==> config.mk <==
export PLATFORM = sky130hd
export DESIGN_NAME = mem_responder_flat
export DESIGN_NICKNAME = d
export VERILOG_FILES = /design/src/rtl/ctrl_pkg.sv /design/src/rtl/mem_responder_if.sv /design/src/rtl/resp_mem_array.sv /design/src/rtl/mem_responder.sv /design/src/flat_wrapper.sv
export SDC_FILE = /design/constraint.sdc
export NUM_CORES = 1
export LEC_CHECK = 0
export CORE_UTILIZATION = 60
export DETAILED_ROUTE_END_ITERATION = 16
export PLACE_DENSITY = 0.78
export REMOVE_ABC_BUFFERS = 1
export SLEW_MARGIN = 20
export SYNTH_ARGS = -nofsm -noshare
export SYNTH_HDL_FRONTEND = slang
export SYNTH_HIERARCHICAL = 1
export SYNTH_SLANG_ARGS = --single-unit
==> constraint.sdc <==
create_clock -name clock -period 5.5 [get_ports clock]
set_clock_uncertainty 0.1 [all_clocks]
set_input_delay 1.1 -clock clock [delete_from_list [all_inputs] [get_ports clock]]
set_output_delay 1.1 -clock clock [all_outputs]
set_load 0.005 [all_outputs]
==> src/rtl/ctrl_pkg.sv <==
// Shared types for the instruction controller, the memory responder and their benches.
package ctrl_pkg;

    localparam int CTRL_DW = 32;
    localparam int CTRL_AW = 4;

    // Responder FSM: IDLE accepts, BUSY counts wait states, RESP drives the one-cycle pulse.
    typedef enum logic [1:0] {
        IDLE = 2'd0,
        BUSY = 2'd1,
        RESP = 2'd2
    } resp_state_t;

    typedef enum logic {
        OP_READ  = 1'b0,
        OP_WRITE = 1'b1
    } op_t;

    // One controller instruction as it travels towards the responder.
    typedef struct packed {
        op_t                  op;
        logic [CTRL_AW-1:0]   addr;
        logic [CTRL_DW-1:0]   data;
    } instr_t;

endpackage

==> src/rtl/mem_responder_if.sv <==
// Request/response bus between the instruction controller and the memory responder.
//
// Handshake: the controller raises exactly one of read/write (with addr/wdata) and the
// responder accepts it on the first posedge where ready=1. ready stays low from the
// accepting edge until the response cycle has ended; strobes seen while ready=0 are
// ignored. Completion is a one-cycle rvalid (read, rdata valid with it) or wack (write)
// pulse. read and write high together while ready=1 is rejected with a one-cycle error.
interface mem_responder_if #(
    parameter int DW = 32,
    parameter int AW = 4
);
    logic          read;
    logic          write;
    logic [AW-1:0] addr;
    logic [DW-1:0] wdata;
    logic          ready;
    logic [DW-1:0] rdata;
    logic          rvalid;
    logic          wack;
    logic          error;

    modport master (
        output read, write, addr, wdata,
        input  ready, rdata, rvalid, wack, error
    );

    modport slave (
        input  read, write, addr, wdata,
        output ready, rdata, rvalid, wack, error
    );
endinterface

==> src/rtl/resp_mem_array.sv <==
// 2**AW x DW register-file storage: async clear, synchronous write, registered read port.
module resp_mem_array #(
    parameter int DW = 32,
    parameter int AW = 4
) (
    input  logic          clock,
    input  logic          resetN,
    input  logic          we,
    input  logic          re,
    input  logic [AW-1:0] addr,
    input  logic [DW-1:0] wdata,
    output logic [DW-1:0] rdata
);
    localparam int DEPTH = 1 << AW;

    logic [DW-1:0] mem [DEPTH];

    // Storage words: cleared on reset, written when the responder performs a write.
    always_ff @(posedge clock or negedge resetN) begin
        if (!resetN) begin
            for (int i = 0; i < DEPTH; i++) begin
                mem[i] <= '0;
            end
        end else if (we) begin
            mem[addr] <= wdata;
        end
    end

    // Read register: loads only on a read access, otherwise holds the last read word.
    always_ff @(posedge clock or negedge resetN) begin
        if (!resetN) begin
            rdata <= '0;
        end else if (re) begin
            rdata <= mem[addr];
        end
    end
endmodule

==> src/rtl/mem_responder.sv <==
// Memory responder: accepts one read/write at a time, inserts WAIT_CYCLES wait states,
// then performs the access and pulses rvalid or wack for one cycle.
module mem_responder
    import ctrl_pkg::*;
#(
    parameter int DW          = 32,
    parameter int AW          = 4,
    parameter int WAIT_CYCLES = 2
) (
    input  logic        clock,
    input  logic        resetN,
    mem_responder_if.slave bus,
    output resp_state_t state_dbg
);
    resp_state_t   state;
    op_t           op_q;
    logic [AW-1:0] addr_q;
    logic [DW-1:0] wdata_q;
    logic [3:0]    cnt;
    logic          rvalid_q;
    logic          wack_q;
    logic          error_q;
    logic          access;
    logic          mem_we;
    logic          mem_re;

    // The access happens on the edge that leaves BUSY with the wait counter exhausted.
    assign access = (state == BUSY) && (cnt == 4'd0);
    assign mem_we = access && (op_q == OP_WRITE);
    assign mem_re = access && (op_q == OP_READ);

    // Request FSM, wait counter and the one-cycle completion/error pulses.
    always_ff @(posedge clock or negedge resetN) begin
        if (!resetN) begin
            state    <= IDLE;
            op_q     <= OP_READ;
            addr_q   <= '0;
            wdata_q  <= '0;
            cnt      <= 4'd0;
            rvalid_q <= 1'b0;
            wack_q   <= 1'b0;
            error_q  <= 1'b0;
        end else begin
            rvalid_q <= 1'b0;
            wack_q   <= 1'b0;
            error_q  <= 1'b0;
            case (state)
                IDLE: begin
                    if (bus.read ^ bus.write) begin
                        op_q    <= bus.write ? OP_WRITE : OP_READ;
                        addr_q  <= bus.addr;
                        wdata_q <= bus.wdata;
                        cnt     <= 4'(WAIT_CYCLES);
                        state   <= BUSY;
                    end else if (bus.read && bus.write) begin
                        error_q <= 1'b1;
                    end
                end
                BUSY: begin
                    if (cnt != 4'd0) begin
                        cnt <= cnt - 4'd1;
                    end else begin
                        state <= RESP;
                        if (op_q == OP_READ) begin
                            rvalid_q <= 1'b1;
                        end else begin
                            wack_q <= 1'b1;
                        end
                    end
                end
                RESP: begin
                    state <= IDLE;
                end
                default: begin
                    state <= IDLE;
                end
            endcase
        end
    end

    resp_mem_array #(
        .DW (DW),
        .AW (AW)
    ) u_mem (
        .clock  (clock),
        .resetN (resetN),
        .we     (mem_we),
        .re     (mem_re),
        .addr   (addr_q),
        .wdata  (wdata_q),
        .rdata  (bus.rdata)
    );

    assign bus.ready  = (state == IDLE);
    assign bus.rvalid = rvalid_q;
    assign bus.wack   = wack_q;
    assign bus.error  = error_q;
    assign state_dbg  = state;
endmodule

==> src/flat_wrapper.sv <==
// flat-port wrapper written by rule: the top's interface ports become plain ports
module mem_responder_flat import ctrl_pkg::*;
#(
    parameter int DW          = 32,
    parameter int AW          = 4,
    parameter int WAIT_CYCLES = 2
)
  (clock, resetN, state_dbg, bus_read, bus_write, bus_addr, bus_wdata, bus_ready, bus_rdata, bus_rvalid, bus_wack, bus_error);
  mem_responder_if #(.DW(DW), .AW(AW)) bus_i ();
  input  logic clock;
  input  logic resetN;
  output resp_state_t state_dbg;
  input wire logic [$bits(bus_i.read)-1:0] bus_read;
  input wire logic [$bits(bus_i.write)-1:0] bus_write;
  input wire logic [$bits(bus_i.addr)-1:0] bus_addr;
  input wire logic [$bits(bus_i.wdata)-1:0] bus_wdata;
  output wire logic [$bits(bus_i.ready)-1:0] bus_ready;
  output wire logic [$bits(bus_i.rdata)-1:0] bus_rdata;
  output wire logic [$bits(bus_i.rvalid)-1:0] bus_rvalid;
  output wire logic [$bits(bus_i.wack)-1:0] bus_wack;
  output wire logic [$bits(bus_i.error)-1:0] bus_error;
  assign bus_i.read = bus_read;
  assign bus_i.write = bus_write;
  assign bus_i.addr = bus_addr;
  assign bus_i.wdata = bus_wdata;
  assign bus_ready = bus_i.ready;
  assign bus_rdata = bus_i.rdata;
  assign bus_rvalid = bus_i.rvalid;
  assign bus_wack = bus_i.wack;
  assign bus_error = bus_i.error;
  mem_responder #(.DW(DW), .AW(AW), .WAIT_CYCLES(WAIT_CYCLES)) u_core (.clock(clock), .resetN(resetN), .bus(bus_i), .state_dbg(state_dbg));
endmodule
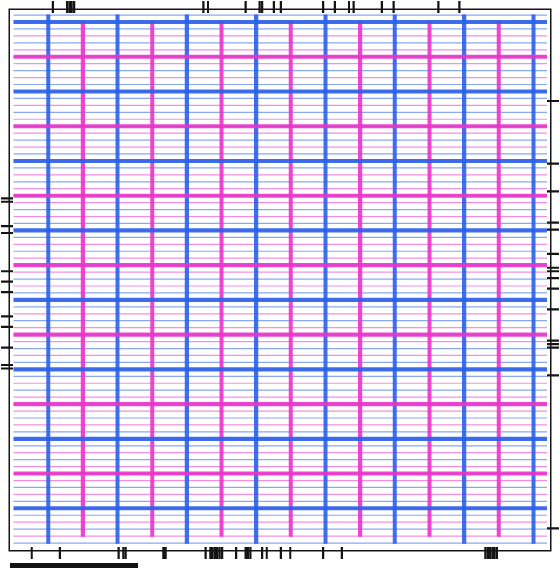
(run_1/pdn.png)
Scale bar: 50 um. Pins as bars on the die edge.
magenta -> VDD
blue -> VSS
rows = 76
signal pins = 78
met4 straps = 15

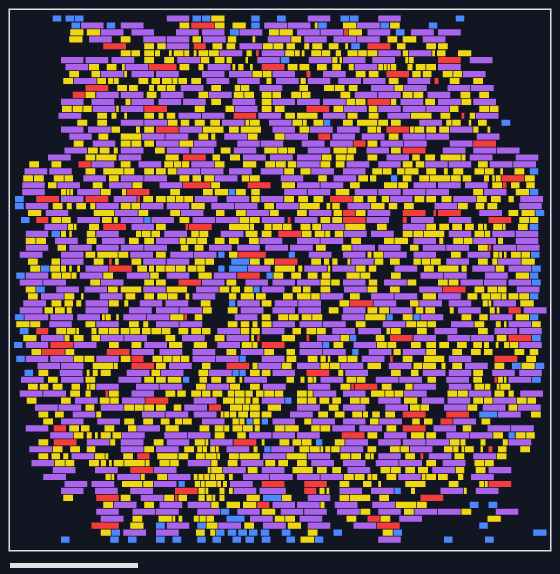
(run_1/cell_classes.png)
Scale bar: 50 um.
red -> clock drivers and dummy loads  # cells 105
blue -> other buffers and delay cells  # cells 109
purple -> flip-flops  # cells 590
yellow -> all other logic  # cells 1,061
Non-Filler Cell Area, Final: 0.0294 mm2
number of rows in the core area: 76
area of the core region: 0.0432 mm2

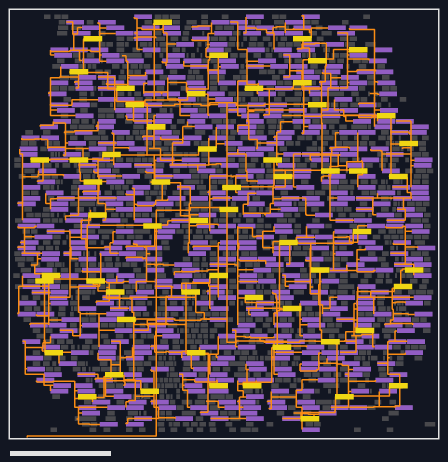
(run_1/clock_map.png)
Scale bar: 50 um.
purple -> flip-flops  # count 590
yellow -> cells driving clock nets  # count 59
orange -> clock wires  # length 6,840 um
routed clock nets = 60
worst-skew pair later-pin latency: 610 ps
clock network fraction of total power: 0.248
power in the clock group: 4.07 mW

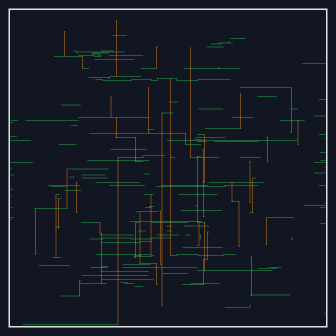
(run_1/metal_stack.png)
Two of the layers only.
green -> met3  # wire length 2,490 um
orange -> met4  # wire length 1,350 um
WL per Instance: 24.4 um
gr usage total: 0.280
vias post-DR: 15,300
Routed WL: 59.7 mm

==> notes.md, run 1 <==
Quick summary of the implementation run below.

The number of placed instances, taps included is 2,345. The cell that appears most often on the critical path is sky130_fd_sc_hd__nor3b_2. The mux share of post-synthesis cell area came out at 0.344. Fill cells in the final layout number about 3,000. The most used standard cell by instance count after synthesis is sky130_fd_sc_hd__dfrtp_1. The final worst-path cycle share is 0.638. The fraction of final layout cells sized beyond drive strength 1 came out at 0.383.

The mean post-synth cell area is 14.6 um2. The via count of the first global-routing pass came to 16,300. The register with the most flip-flops in the layout has 512 of them.

The effective utilization at floorplan is 0.609. The count of clock-net buffers in the final layout is 95. The leakage power in the latest report is 14.2 nW. The number of ordinary and repair buffers in the finished layout came out at 109.

The clock transition at the register clock pins on the worst setup and hold paths after CTS is 60 ps. The remaining design rule violation count is 0. After layout, the design draws a total of about 16 mW. The remaining antenna violation count after routing came out at 0. At the end of routability-driven placement, the weighted congestion stood at 0.781. The die height came out at 211 um. The type recorded for the worst min-delay path is flop to flop. The count of boundary I/O pins came out at 78. Summed over all layers, the global routing overflow is 0. The full die area came out at 0.0447 mm2. The final HPWL from detailed placement came out at 33.3 mm. The worst setup path is captured at a flop.

The net switching fraction of the power came out at 0.322. The area growth from synthesis to final layout came out at 11.7%. The portion of synthesized cell area occupied by the leading cell type came out at 0.561. The worst path required time came out at 5890 ps. The count of unique library cells instantiated by Yosys came out at 41.

The fraction of area in multi-input gates is 0.368. The sequential share of cell area is 0.503. Traced cell by cell, the critical path runs through inv_1 > ha_1 > nor3b_2 > and3_1 > nor3b_2 > nor2b_4 > buf_4 > mux2_2. The slowest stage of the critical path belongs to the cell sky130_fd_sc_hd__nor2b_4.

In the finished design the tool counted flip-flops and latches totalling 590. The simple-gate portion of the synthesized area came out at 0.0200. The netlist area before placement is 0.0263 mm2. Looking at the clock tree report, the root buffer type is sky130_fd_sc_hd__clkbuf_16. The synthesis report lists the Yosys warning total as 6. The count of non-CTS inverters in the layout came out at 2. The tally of OpenROAD warnings came out at 34.

The maximum root-to-sink buffer count is 3. From left edge to right edge, the die measures 211 um. The total combinational power came out at about 4.7 mW.

The layout contains a multi-input combinational cell count of 1,059. By count the netlist is led by sky130_fd_sc_hd__dfrtp_1 (590), sky130_fd_sc_hd__mux2_2 (473), sky130_fd_sc_hd__mux2i_1 (192). The wire length of the first global-routing pass is 95.5 mm. The antenna diode count is 0. The xor/xnor share of the synthesized area is 0. The reported max-cap violation count is 0. Max-slew check failures listed in the final report amount to 0. The tightest hold path in the finished design has a slack of 389 ps. The number of buffers and inverters on the critical path came out at 2. The cell-mix breakdown from Yosys lists the compound-gate area share as 0.0425. The number of tap instances came out at about 600.

The number of standard cells in the layout, taps in and fillers out is 2,450. The routed length on met3 came out at 2.49 mm. The number of hold-slack violations in the final timing report is 0. The synthesized netlist has a Yosys-reported chip area of 0.0263 mm2. The number of enable flip-flop cells is 0. The count of hold buffers inserted by post-cts repair is 0. Of all cell types, the one taking the most synthesized area is sky130_fd_sc_hd__dfrtp_1. In this run, the synthesized area fraction spent on adder and majority cells is recorded as 0.00143. The mean number of vias per cell is between 6 and 7. The met1 track utilization from global routing is 0.388. Along the worst path, the maximum fanout reaches 23. The share of flip-flops with an asynchronous set or reset is 1.00. The cell class contributing the biggest share of worst-path delay is simple AND/OR/NAND/NOR gates. Entering global routing, the biggest net connects 122 pins. The number of flip-flops and latches in the synthesized netlist came out at 590. The sequential group share of total power came out at 0.465. In the power breakdown, the internal column shows 11.1 mW. The number of resized instances in the post-cts repair step is 0. The met2 routed wirelength is 29.6 mm.

The type of element launching the critical path is a flop. In the final layout, the registers with the most flip-flops are u_core/u_mem/mem x512, u_core/u_mem/rdata x32, u_core/wdata_q x32. Ranked by flip-flop count, first place goes to u_core/u_mem/mem. The layout report lists the clock-cell share of area as 0.0672. The combined area of the multi-input logic cells is 0.0108 mm2.

The transition time at the pin with the least slew margin came out at ~1100 ps. met2 is the most crowded layer. The largest cell class by area is registers.

The worst slack at placement is 2050 ps. The first-pass detailed-route iteration total is 5. The final core utilization is 0.681.

The initial antenna violation count is 0. The final report lists the setup-violating endpoint count as 0. The total power per unit cell area came out at 558 mW/mm2. The largest power group is registers.

The final setup TNS is 0 ps. The run finished with clean final reports. The main area contributors are sky130_fd_sc_hd__dfrtp_1 (56%), sky130_fd_sc_hd__mux2_2 (20%), sky130_fd_sc_hd__mux2i_1 (7.3%). The prevailing logic family in the synthesized netlist is multiplexers. The data arrival time of the critical path is approximately 3900 ps. CTS added clock buffers totalling between 50 and 60. The top cell types in the final layout, fill and taps aside, are sky130_fd_sc_hd__dfrtp_1 (586), sky130_fd_sc_hd__mux2_2 (473), sky130_fd_sc_hd__mux2i_1 (192). The share of final layout cell area taken by non-clock buffers came out at 0.0367. Buffers added to address setup during post-CTS repair amount to 0. The area taken by sequential standard cells is reported as 0.0148 mm2. In this run the cell area measured after placement is 0.0274 mm2.

The relative slew slack came out at 0.237. Looking at the cell usage after synthesis, the top flip-flop cell is sky130_fd_sc_hd__dfrtp_1. The number of standard cells reported by yosys is ~1,800. The register share after synthesis came out at 0.561. The number of levels the H-tree was split into came out at 2. Routing resource usage on met3 recorded by global route was 0.0430. The largest voltage drop on the vdd net is 0.527 mV.

Synthesis handed over a netlist of 1,807 instances. The achievable frequency is 0.285 GHz. The clock drives between 500 and 600 sinks. After detailed routing, the wire length on met1 is 26.3 mm. The violation count after the first detailed-routing iteration came out at around 1,100.

The most frequent standard cell in the layout excluding fill and tap cells is sky130_fd_sc_hd__dfrtp_1. The critical path is of the flop to flop type. The combinational power share came out at 0.286. TritonCTS built the clock tree. The reported sequential group power is 7.63 mW.
[run 1: path summary, 6_finish.rpt]
| check | startpoint | to | slack, ps | cells after the start |
|---|---|---|---|---|
| setup / recovery | u_core/cnt[1] | u_core/u_mem/mem[109] | 1990 | 8 |
| hold / removal | u_core/u_mem/mem[102] | u_core/u_mem/mem[102] | 390 | 1 |
| setup reg to reg | u_core/cnt[1] | u_core/u_mem/mem[109] | 1990 | 8 |
| hold reg to reg | u_core/u_mem/mem[102] | u_core/u_mem/mem[102] | 390 | 1 |
| max in group asynchronous | resetN | u_core/addr_q[3] | 3510 | 2 |
| min in group asynchronous | resetN | u_core/wdata_q[15] | 450 | 1 |
--- run 2 (diff from run 1) ---
--- a/config.mk
+++ b/config.mk
@@ -5,9 +5,9 @@
 export SDC_FILE = /design/constraint.sdc
 export NUM_CORES = 1
 export LEC_CHECK = 0
-export CORE_UTILIZATION = 60
+export CORE_UTILIZATION = 56
 export DETAILED_ROUTE_END_ITERATION = 16
-export PLACE_DENSITY = 0.78
+export PLACE_DENSITY = 0.76
 export REMOVE_ABC_BUFFERS = 1
 export SLEW_MARGIN = 20
 export SYNTH_ARGS = -nofsm -noshare
==> constraint.sdc (replaced) <==
create_clock -name clock -period 3 [get_ports clock]
set_clock_uncertainty 0.1 [all_clocks]
set_input_delay 0.6 -clock clock [delete_from_list [all_inputs] [get_ports clock]]
set_output_delay 0.6 -clock clock [all_outputs]
set_load 0.005 [all_outputs]
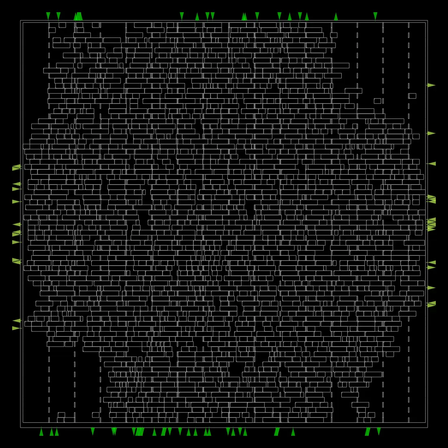
(run_2/final_placement.png)
tap cells: 607
fill count: 3,317
area of the core region: 0.0465 mm2
sequential fraction of total cell area: 0.491
number of rows in the core area: 79

==> notes.md, run 2 <==
Quick summary of the implementation run below.

The final timing report counts setup violations totalling 0. The data arrival time of the critical path came out at 3080 ps. In the final layout, the registers with the most flip-flops are u_core/u_mem/mem x512, u_core/u_mem/rdata x32, u_core/wdata_q x32. The area of the synthesized netlist per yosys stat came out at between 0.02 and 0.03 mm2. The highest clock rate this design can be run at is 0.372 GHz. The timing report notes that buffer and inverter cells on the critical path total 2.

The netlist area before placement came out at 0.0263 mm2. The number of warning messages in the yosys log came out at 6. The via count came out at 15,400. The remaining design rule violation count came out at 0. The largest part of the power goes to registers.

The number of resized instances in the post-cts repair step came out at 0. The prevailing logic family in the synthesized netlist is multiplexers. The combinational power share is 0.293.

The final max-slew violation count recorded for this run is 0. The wire length of the first global-routing pass is 96.2 mm. The number of setup buffers added after CTS came out at 0. The total combinational power came out at 8.98 mW. The violation count after the first detailed-routing iteration came out at ~1,100. The overall die size recorded for this design is 0.0479 mm2. The clock root buffer is sky130_fd_sc_hd__clkbuf_16. The average wire per standard cell came out at between 20 and 25 um.

The path class of the tightest hold or removal check is flop to flop. The element type at the critical path end is a flop. The clock buffer count from CTS came out at 60.

The gate count after technology mapping came out at roughly 1,800. The final power report lists total power as 30.7 mW. The sequential group share of total power is 0.450. The most repeated library cell on the critical path is sky130_fd_sc_hd__nor3b_2. Per the synthesis report, the AND-OR/OR-AND share of the synthesized area is 0.0425. The most frequent standard cell in the layout excluding fill and tap cells is sky130_fd_sc_hd__dfrtp_1.

The remaining global-route overflow is 0. The synthesized design spends more area on one cell type than any other, namely sky130_fd_sc_hd__dfrtp_1. The net switching fraction of the power is 0.321. For this run, the leading register cell type out of synthesis is sky130_fd_sc_hd__dfrtp_1. Per the synthesis report, the adder-cell share of the synthesized area is 0.00143. The register with the most flip-flops is u_core/u_mem/mem. The most common cell in the synthesized netlist is sky130_fd_sc_hd__dfrtp_1. The number of enable flip-flop cells came out at 0. The CTS log lists the clock sinks for this run as 590. Of the cells placed in the final design, the portion with a size suffix greater than 1 is 0.401. The antenna diode count is 0. The clock transition at the register clock pins on the worst setup and hold paths after CTS is ~60 ps.

The largest fanout on the critical path came out at 16. In the hold report, the worst path ends at u_core/u_mem/mem[468]. The count of clock-net buffers in the final layout came out at ~90. The static leakage power came out at 14.5 nW. In the finished design the tool counted flip-flops and latches totalling 590.

In the post-synthesis netlist, the biggest area contributors are sky130_fd_sc_hd__dfrtp_1 (56%), sky130_fd_sc_hd__mux2_2 (20%), sky130_fd_sc_hd__mux2i_1 (7.3%). The largest cell class by area is registers. The share of flip-flops with an asynchronous set or reset came out at 1.00. The reported sequential group power came out at 13.8 mW. Per the layout report, the design carries 154 non-clock buffers. The area growth from synthesis to final layout is 14.4%. The reg-to-reg critical path endpoint is u_core/u_mem/mem[102]. Of the post-synthesis cell area, the dominant cell type holds 0.561.

The post-route utilization of the core is recorded as 0.648. Per the cell usage report, the commonest logic cells after layout are sky130_fd_sc_hd__dfrtp_1 (586), sky130_fd_sc_hd__mux2_2 (473), sky130_fd_sc_hd__mux2i_1 (192). The number of placed instances, taps included came out at 2,411. The worst hold slack is 389 ps.

The pin count of the biggest net entering global routing came out at roughly 100. The reported max-cap violation count is 0. The tally of OpenROAD warnings came out at 26. The number of hold-slack violations in the final timing report is 0. The number of flip-flops and latches in the synthesized netlist is 590.

The worst slack at placement is 319 ps. Buffers inserted to repair hold after CTS numbered 1. Per the layout report, the design carries 2 non-clock inverters. The fraction of area in clock buffers and inverters came out at 0.0702. The placed instances occupy a cell area of approximately 0.028 mm2. The layout report lists the multi-input gate area as 0.0108 mm2. The number of cells traversed by the worst hold path came out at 1. The synthesis run shows the most used standard cells to be sky130_fd_sc_hd__dfrtp_1 (590), sky130_fd_sc_hd__mux2_2 (473), sky130_fd_sc_hd__mux2i_1 (192). The power drawn by the clock network is 7.88 mW. The share of final layout cell area taken by non-clock buffers is 0.0538.

For the worst min-delay path, the startpoint reported by OpenROAD is u_core/u_mem/mem[468]. The maximum root-to-sink buffer count came out at 3. The detail route stage leaves a number of antenna-violating nets equal to 0. The count of boundary I/O pins is approximately 80. The origin of the critical flop-to-flop path is u_core/cnt[0]. Looking at the critical path, the single cell with the biggest stage delay is sky130_fd_sc_hd__dfrtp_1.

The flow ran to the end, and the final reports show no timing, DRC or antenna violations. TritonCTS built the clock tree. Per STA, the worst path accumulates the most delay in the family simple AND/OR/NAND/NOR gates. Across all checked pins, the minimum headroom to the slew limit is 0.250. The script computed a power per unit cell area of a little over 1000 mW/mm2. The worst setup path is of the flop to flop kind. The relative contribution of the clock network to total power came out at 0.257. Summing all flip-flop and latch instances after layout gives 0.0148 mm2.

The final HPWL from detailed placement is 36.1 mm. The worst-skew pair later-pin latency came out at between 600 and 700 ps. The number of combinational gates with multiple inputs came out at ~1,100. The overall routed net length is 60.0 mm. The initial antenna violation count came to 0. The fraction of cell area in multi-input combinational cells is reported as 0.360. Data on the critical path is required at its endpoint by 3390 ps. The mean post-synth cell area is 14.6 um2. The final setup TNS is 0 ps. The register with the most flip-flops in the layout has approximately 510 of them. The number of standard cells in the layout, taps in and fillers out is 2,526.
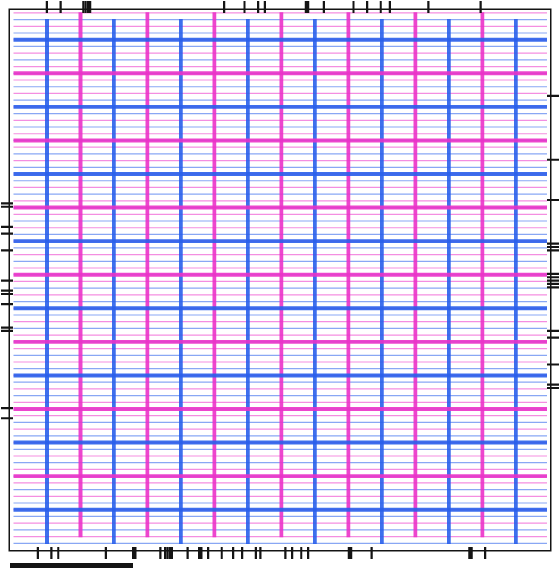
(run_2/pdn.png)
Scale bar: 50 um. Pins as bars on the die edge.
magenta -> VDD
blue -> VSS
signal pins = 78
met4 straps = 15
rows = 79
Chip Width: 219 um
vertical die size: 219 um
worst-case vdd ir drop: 0.711 mV

## run 2: cell counts after synthesis
Identical to the previous run, type by type.
## run 2: per-layer routing
layer / GRT usage / share of wire / up-vias
li1: - / - / 6739
met1: 0.360 / 0.44 / 8265
met2: 0.435 / 0.50 / 315
met3: 0.0356 / 0.039 / 100
met4: 0.0794 / 0.023 / 0
met5: 0 / 0 / -
## run 2: worst max path at each step
stage                           from                    end  slack, ps
finish                 u_core/cnt[0]  u_core/u_mem/mem[102]        310
global route           u_core/cnt[0]  u_core/u_mem/mem[102]        180
CTS                    u_core/cnt[0]  u_core/u_mem/mem[102]        300
detailed placement     u_core/cnt[0]  u_core/u_mem/mem[102]        320
global placement       u_core/cnt[1]  u_core/u_mem/mem[110]        410
floorplan           u_core/addr_q[1]  u_core/u_mem/rdata[0]      -5440
Power and IR drop assume default switching activity.
